**src/rtl/gf2m_digit_serial_mult.sv**
```systemverilog
// ----------------------------------------------------------------------------
// gf2m_digit_serial_mult
//
// Digit-serial GF(2^m) multiplier with in-line reduction: out_c = a*b mod f(x),
// where f(x) = x^WIDTH + POLY. Each RUN clock folds one DIGIT-bit digit of b
// (MSB first) into the accumulator:
//     acc <= red(acc * x^DIGIT) ^ red(a * d)
// Both terms share one reduction stage because red() is linear over GF(2).
// Every operation takes exactly N = ceil(WIDTH/DIGIT) RUN cycles regardless of
// operand values, so timing leaks nothing about the operands.
//
// Parameters
//   WIDTH  field degree m (operand/result width)
//   DIGIT  bits of b consumed per clock, 1..WIDTH
//   POLY   f(x) - x^WIDTH; DIGIT + deg(POLY) <= WIDTH is required so that one
//          fold leaves a fully reduced value
//
// Ports
//   clk        clock, rising edge
//   rst_n      asynchronous active-low reset
//   in_valid   operands valid (sampled only in IDLE)
//   in_ready   registered; high only in IDLE
//   in_a       operand a, WIDTH bits
//   in_b       operand b, WIDTH bits
//   out_valid  registered; result valid, held in DONE until out_ready
//   out_ready  consumer accepts result (sampled only in DONE)
//   out_c      registered result a*b mod f
//   busy       high in RUN or DONE
// ----------------------------------------------------------------------------
module gf2m_digit_serial_mult #(
  parameter int               WIDTH = 163,
  parameter int               DIGIT = 4,
  parameter logic [WIDTH-1:0] POLY  = 'hC9
) (
  input  logic             clk,
  input  logic             rst_n,
  input  logic             in_valid,
  output logic             in_ready,
  input  logic [WIDTH-1:0] in_a,
  input  logic [WIDTH-1:0] in_b,
  output logic             out_valid,
  input  logic             out_ready,
  output logic [WIDTH-1:0] out_c,
  output logic             busy
);

  // Number of RUN cycles and padded width of b.
  localparam int N  = (WIDTH + DIGIT - 1) / DIGIT;
  localparam int BW = N * DIGIT;
  localparam int CW = (N > 1) ? $clog2(N) : 1;

  // Degree of the reduction polynomial tail.
  function automatic int poly_deg(input logic [WIDTH-1:0] p);
    int d;
    d = 0;
    for (int i = 0; i < WIDTH; i++) begin
      if (p[i]) d = i;
    end
    return d;
  endfunction

  localparam int K = poly_deg(POLY);

  // Reject parameter sets the datapath cannot handle.
  if (DIGIT < 1 || DIGIT > WIDTH) begin : g_bad_digit
    $error("gf2m_digit_serial_mult: DIGIT must be in 1..WIDTH");
  end
  if (DIGIT + K > WIDTH) begin : g_bad_poly
    $error("gf2m_digit_serial_mult: DIGIT + deg(POLY) must not exceed WIDTH");
  end

  typedef enum logic [1:0] {
    S_IDLE = 2'd0,
    S_RUN  = 2'd1,
    S_DONE = 2'd2
  } state_t;

  state_t           state_q, state_d;
  logic             in_ready_q, in_ready_d;
  logic             out_valid_q, out_valid_d;
  logic [WIDTH-1:0] out_c_q, out_c_d;
  logic [WIDTH-1:0] acc_q, acc_d;
  logic [CW-1:0]    cnt_q, cnt_d;
  logic [WIDTH-1:0] a_q, a_d;
  // b is zero-extended at the top to whole digits and shifted left each RUN
  // cycle, so the current digit always sits in the top DIGIT bits.
  logic [BW-1:0]    b_q, b_d;

  // --------------------------------------------------------------------------
  // Datapath: one digit step
  // --------------------------------------------------------------------------
  logic [DIGIT-1:0]       digit;
  logic [WIDTH+DIGIT-1:0] ext_a;
  logic [WIDTH+DIGIT-1:0] pp [DIGIT];
  logic [WIDTH+DIGIT-1:0] pp_sum;
  logic [WIDTH+DIGIT-1:0] wide;
  logic [WIDTH-1:0]       rt [DIGIT];
  logic [WIDTH-1:0]       rt_sum;
  logic [WIDTH-1:0]       acc_step;

  assign digit = b_q[BW-1 -: DIGIT];
  assign ext_a = {{DIGIT{1'b0}}, a_q};

  // Carry-less partial products a * x^gi for each set digit bit.
  for (genvar gi = 0; gi < DIGIT; gi++) begin : g_pp
    assign pp[gi] = digit[gi] ? (ext_a << gi) : '0;
  end

  always_comb begin
    pp_sum = '0;
    for (int i = 0; i < DIGIT; i++) begin
      pp_sum = pp_sum ^ pp[i];
    end
  end

  // Unreduced acc*x^DIGIT ^ a*d; it has at most DIGIT bits at or above WIDTH.
  assign wide = {acc_q, {DIGIT{1'b0}}} ^ pp_sum;

  // x^(WIDTH+gi) == POLY * x^gi (mod f). Since deg(POLY)+gi < WIDTH, each
  // folded term lands entirely in the low part and no second pass is needed.
  for (genvar gi = 0; gi < DIGIT; gi++) begin : g_fold
    assign rt[gi] = wide[WIDTH+gi] ? (POLY << gi) : '0;
  end

  always_comb begin
    rt_sum = '0;
    for (int i = 0; i < DIGIT; i++) begin
      rt_sum = rt_sum ^ rt[i];
    end
  end

  assign acc_step = wide[WIDTH-1:0] ^ rt_sum;

  // --------------------------------------------------------------------------
  // Control: next-state logic
  // --------------------------------------------------------------------------
  always_comb begin
    state_d     = state_q;
    in_ready_d  = in_ready_q;
    out_valid_d = out_valid_q;
    out_c_d     = out_c_q;
    acc_d       = acc_q;
    cnt_d       = cnt_q;
    a_d         = a_q;
    b_d         = b_q;

    case (state_q)
      S_IDLE: begin
        // in_ready rises on the first edge after reset release, so no
        // operands can be taken on that edge.
        in_ready_d = 1'b1;
        if (in_valid && in_ready_q) begin
          a_d        = in_a;
          b_d        = BW'(in_b);
          acc_d      = '0;
          cnt_d      = CW'(N - 1);
          in_ready_d = 1'b0;
          state_d    = S_RUN;
        end
      end

      S_RUN: begin
        acc_d = acc_step;
        b_d   = b_q << DIGIT;
        cnt_d = cnt_q - 1'b1;
        if (cnt_q == '0) begin
          cnt_d       = '0;
          out_c_d     = acc_step;
          out_valid_d = 1'b1;
          state_d     = S_DONE;
        end
      end

      S_DONE: begin
        if (out_ready) begin
          out_valid_d = 1'b0;
          in_ready_d  = 1'b1;
          state_d     = S_IDLE;
        end
      end

      default: begin
        state_d     = S_IDLE;
        in_ready_d  = 1'b0;
        out_valid_d = 1'b0;
      end
    endcase
  end

  // --------------------------------------------------------------------------
  // State registers
  // --------------------------------------------------------------------------
  always_ff @(posedge clk or negedge rst_n) begin
    if (!rst_n) begin
      state_q     <= S_IDLE;
      in_ready_q  <= 1'b0;
      out_valid_q <= 1'b0;
      out_c_q     <= '0;
      acc_q       <= '0;
      cnt_q       <= '0;
      a_q         <= '0;
      b_q         <= '0;
    end else begin
      state_q     <= state_d;
      in_ready_q  <= in_ready_d;
      out_valid_q <= out_valid_d;
      out_c_q     <= out_c_d;
      acc_q       <= acc_d;
      cnt_q       <= cnt_d;
      a_q         <= a_d;
      b_q         <= b_d;
    end
  end

  assign in_ready  = in_ready_q;
  assign out_valid = out_valid_q;
  assign out_c     = out_c_q;
  assign busy      = (state_q != S_IDLE);

endmodule

```
**config.mk**
```make
export PLATFORM = sky130hd
export DESIGN_NAME = gf2m_digit_serial_mult
export DESIGN_NICKNAME = d
export VERILOG_FILES = /design/src/rtl/gf2m_digit_serial_mult.sv
export SDC_FILE = /design/constraint.sdc
export NUM_CORES = 2
export LEC_CHECK = 0
export ABC_CLOCK_PERIOD_IN_PS = 5000
export CAP_MARGIN = 20
export CORE_MARGIN = 3
export CORE_UTILIZATION = 50
export DETAILED_ROUTE_END_ITERATION = 12
export PLACE_DENSITY = 0.74
export SLEW_MARGIN = 20
export SYNTH_ARGS = -nofsm -noshare
export SYNTH_HDL_FRONTEND = slang
export SYNTH_SLANG_ARGS = --single-unit
```
**constraint.sdc**
```tcl
create_clock -name clk -period 5 [get_ports clk]
set_input_delay 1.25 -clock clk [delete_from_list [all_inputs] [get_ports clk]]
set_output_delay 1.25 -clock clk [all_outputs]
set_load 0.03 [all_outputs]
```
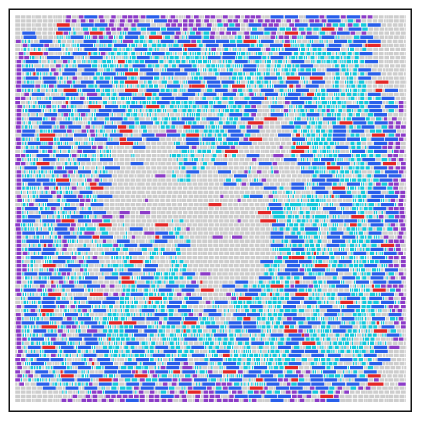
(images/placement_by_type.png)
(1.5 px per um) Fill, decap, tap and diode cells in grey.
legend:
  blue:
    class: sequential cells
    cells: 663
    share_of_their_area: 40%
  red:
    class: clock drivers and dummy loads
    cells: 131
    share_of_their_area: 5.9%
  cyan:
    class: combinational and other logic
    cells: 2834
    share_of_their_area: 40%
  purple:
    class: remaining buffers and delay cells
    cells: 538
    share_of_their_area: 13%
Final Cell Area: 0.0422 mm^2
post-layout util: 62.7%

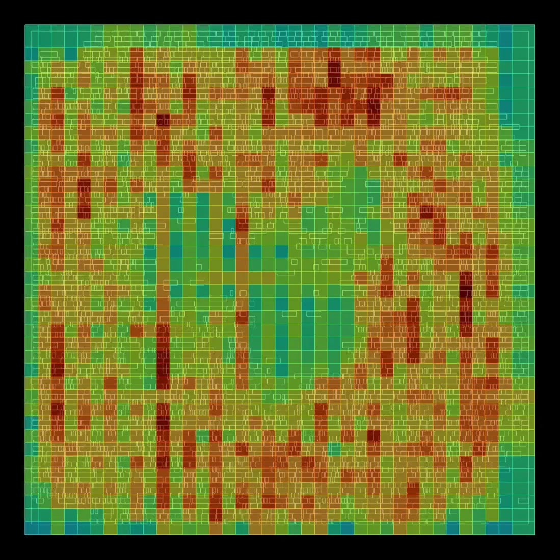
(images/congestion.png)
met1 GRT Util: 34.4%
gr usage total: 26.2%
GRT Max-Usage Layer: met2
met2 Resource Use GR: 42.5%
Wirelength per Cell: 18.6 um

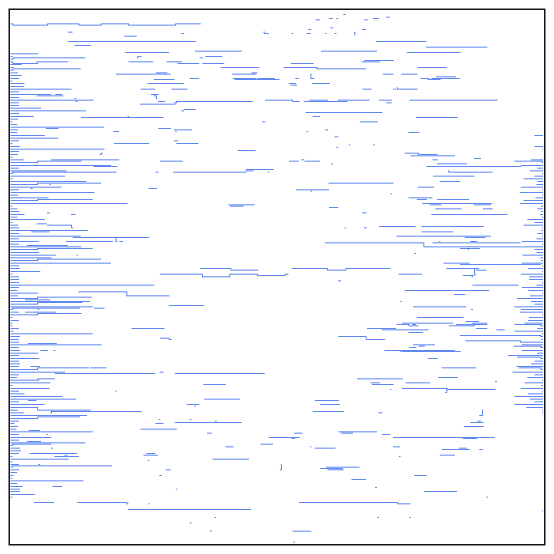
(images/layer_met3.png)
(2 px per um)
share of all routed wire: 7.3%
wire length on this layer: 6870 um
nets with wire on the layer: 415
main direction: horizontal
longest straight run: 71.5 um
routing usage on met3: 6.08%
routed wire length: 93700 um

==> changes_impl.md <==
### Metrics

* Reg-to-Reg Start: state_q[0]
* Worst-Margin Slew at 1090 ps
* GRT overflow at 0
* Outcome: completed
* Crit-path cells: or2_2 > clkdlybuf4s50_1
* Chip Area, Yosys at 0.0341 mm^2
* Worst reg2reg endpoint: acc_q[37]
* Dominant flop cell: dfrtp_1
* Initial drt markers at 1974
* Post-synth seq share at 48.7%
* Die Size at 0.0713 mm^2
* Crit path from: state_q[0]
* Cycle use final at 68.4%
* Pre-CTS setup slack at 1540 ps
* Post-Route Skew at 31.4 ps
* Worst vdd ir at 371 uV
* WP data arrival at 2170 ps
* Max Clk Rate at 292 MHz
* Worst-path clk slew at 50 ps
* Synth Instances at 3734
* Peak fanout along the critical path at 9
* Fraction of registers with async set/reset at 100%
* Die W at 267 um
* Hold/Removal Path Class: reg2reg
* Hold Path Sink: out_c[3]
* Tool warnings at 39
* Top cell area share at 48.7%
* Setup violations, final at 0
* #FFs+latches synth at 663
* Top-count cell post-synth: nand2_1
* Flip-flops with a built-in enable at 0
* Synth warnings at 0
* Critical path data required time at 3750 ps
* Top Layer Used: met5
* I/O Buffers at 495
* First-pass iteration count of the detailed router at 5
* Post-CTS Hold Fix Bufs at 0
* Largest net degree at the start of global routing at 208
* Share of layout cells above drive strength 1 at 7.56%
* Max-slew violation count at 0
* Worst setup SP type: flip-flop
* First-pass GRT wire length at 149000 um
* Sink Count at 663
* CTS tree: yes
* # Max-Cap Violations at 0
* Via count at 26800
* Post-DP HPWL at 62600 um
* Vias/cell at 5.31
* # rows at 95
* Postcts setup bufs at 0
* Setup TNS at 0 ps
* Pwr Total at 35.6 mW
* DRC Markers at 0
* Detail Route Antenna Nets at 0
* Slowest cell delay on critical path at 620 ps
* Fillers at 5590
* Setup slack, reg-to-reg at 1950 ps
* Root buffer cell: clkbuf_16
* Rel. slew slack at 27.6%
* Clock tree buffer depth at 3
* WP buf/inv at 1
* PwrDens at 844 mW/mm^2
* Worst hold stages at 2
* Met2 routed WL at 44600 um
* Cell taking the most area after synthesis: dfrtp_1
* Hold path startpoint: out_c[3]
* Total number of H-tree levels at 3
* Critical path type: reg2out
* Min Tclk post-route at 3420 ps
* Yosys cell types at 31
* Antenna violations before repair at 11
* Vias in the first global route at 26600
* Met3 wire length at 6870 um
* Leakage power total at 19.0 nW
* CTS buffer count at 74
* CTS resizes at 0
* Cell Count Post-Placement at 4908
* I/O pin count at 496
* CP top delay family: buffers and inverters
* Worst skew pair latency at 620 ps
* R2R depth at 4
* Core ar. at 0.0674 mm^2
* Die height at 267 um
* RSZ-0062 raised after global routing: no
* Fp util at 50.6%
* Crit. End Element: primary output
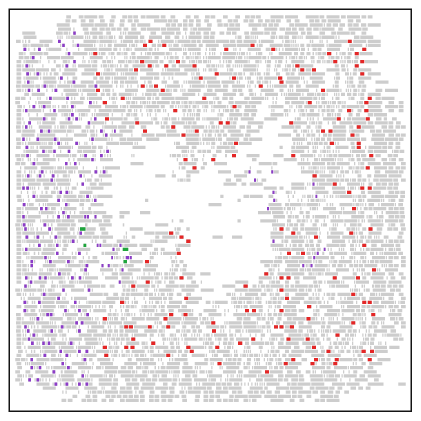
(images/logic_types.png)
(1.5 px per um)
legend:
  purple:
    family: aoi and oai cells
    cells: 188
    most_used: a31oi_1
    where: a vertical strip on the left
  green:
    family: and/or cells
    cells: 4
    where: left middle
  red:
    family: non-inverting ao/oa cells
    cells: 156
    most_used: a22o_1
Post-Layout Cell Count: 5046
Top cell excl fill/tap: nand2_1
Comb/total area: 39.2%

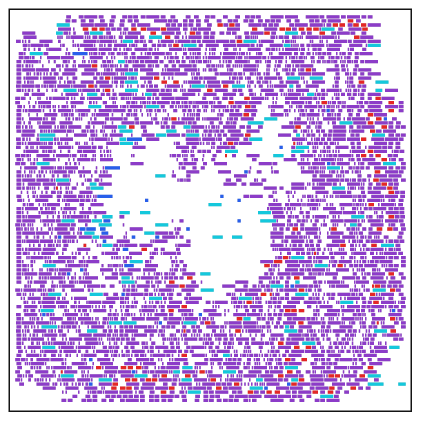
(images/sizes.png)
(1.5 px per um)
legend:
  blue:
    size: _3 and _4 cells
    cells: 38
    share: 0.91%
    most_used: buf_4
  cyan:
    size: _6 and larger
    cells: 123
    share: 3.0%
    most_used: clkbuf_16
  purple:
    size: _0 and _1 cells
    cells: 3851
    share: 92%
    most_used: nand2_1
  red:
    size: _2 cells
    cells: 154
    share: 3.7%
    most_used: mux2_2
Area Growth Syn to Fin: 24.0%
buffers outside the clock class: 538
Worst Slack Setup Final: 1580 ps

-- worst min-delay path, stage by stage (launching register included) --
cell and delay [ps]:
dfrtp_1 340, nand2_1 50, o21ai_0 60
-- cell usage in the layout, fill, tap and decap left out, types with 7 or more instances in the layout --
master,instances
nand3_1,9
mux2_2,143
diode_2,7
nand2_1,1484
xnor2_1,335
o21ai_0,24
dfrtp_1,659
nor2_1,163
clkinv_2,9
clkbuf_16,75
a31oi_1,159
buf_4,24
clkdlybuf4s50_1,494
xor2_1,315
buf_12,19
clkbuf_8,16
clkbuf_1,17
mux2_1,13
a22o_1,156
xnor3_1,7
-- flip-flops by register name, indices dropped and copies added (netlist names) --
register   cells
in_ready       1
state_q        2
acc_q        163
a_q          163
cnt_q          6
b_q          164
out_c        163
out_valid      1
-- worst max path at each step --
stage,end,cells past startpoint,slack (ps)
after CTS,busy,2,1520
after detailed placement,b_q[160],5,1540
after floorplan,acc_q[8],6,2510
after global routing,busy,2,1510
after global placement,b_q[160],5,1550
final,busy,2,1580
-- per-layer routing --
layer | vias up | GRT usage [%]
met2 | 831 | 42.5
met3 | 140 | 6.08
met5 | - | 0
met1 | 13100 | 34.4
met4 | 8 | 9.53
li1 | 12700 | -
-- area by class of cell --
| type | count | area [um^2] | share of cell area (%) |
|---|---|---|---|
| diodes | 7 | 17.5 | 0.0415 |
| clock buffers | 108 | 2160 | 5.12 |
| clock inverters | 23 | 287 | 0.678 |
| inverters | 3 | 11.3 | 0.0267 |
| multi-input cells | 2831 | 16500 | 39.2 |
| flip-flops and latches | 663 | 16600 | 39.3 |
| well taps | 873 | 1090 | 2.59 |
| repair buffers | 538 | 5520 | 13.1 |
-- cells by family after synthesis --
group | Yosys count | synth area share (%)
buf+inv | 240 | 2.87
xor+xnor | 658 | 17.2
flops | 663 | 48.7
fa+ha+maj | 2 | 0.0734
mux | 156 | 5.16
compound gates | 344 | 7.36
simple gates | 1671 | 18.6
-- power by group --
part	switching (mW)	total, mW	internal, mW
Combinational	10.4	19.7	9.31
Sequential	2.41	10.4	7.97
Clock	2.26	5.52	3.26
-- through the flow --
step | utilization (%) | instance area (um^2) | hold slack (ps)
5_1_grt | 62.7 | 42200 | 508
6_report | 62.7 | 42200 | 489
4_1_cts | 62.7 | 42200 | 492
3_3_place_gp | 59.0 | 39800 | 473
3_5_place_dp | 59.0 | 39800 | 480
2_1_floorplan | - | 34100 | 450
Power and IR drop assume default switching activity.
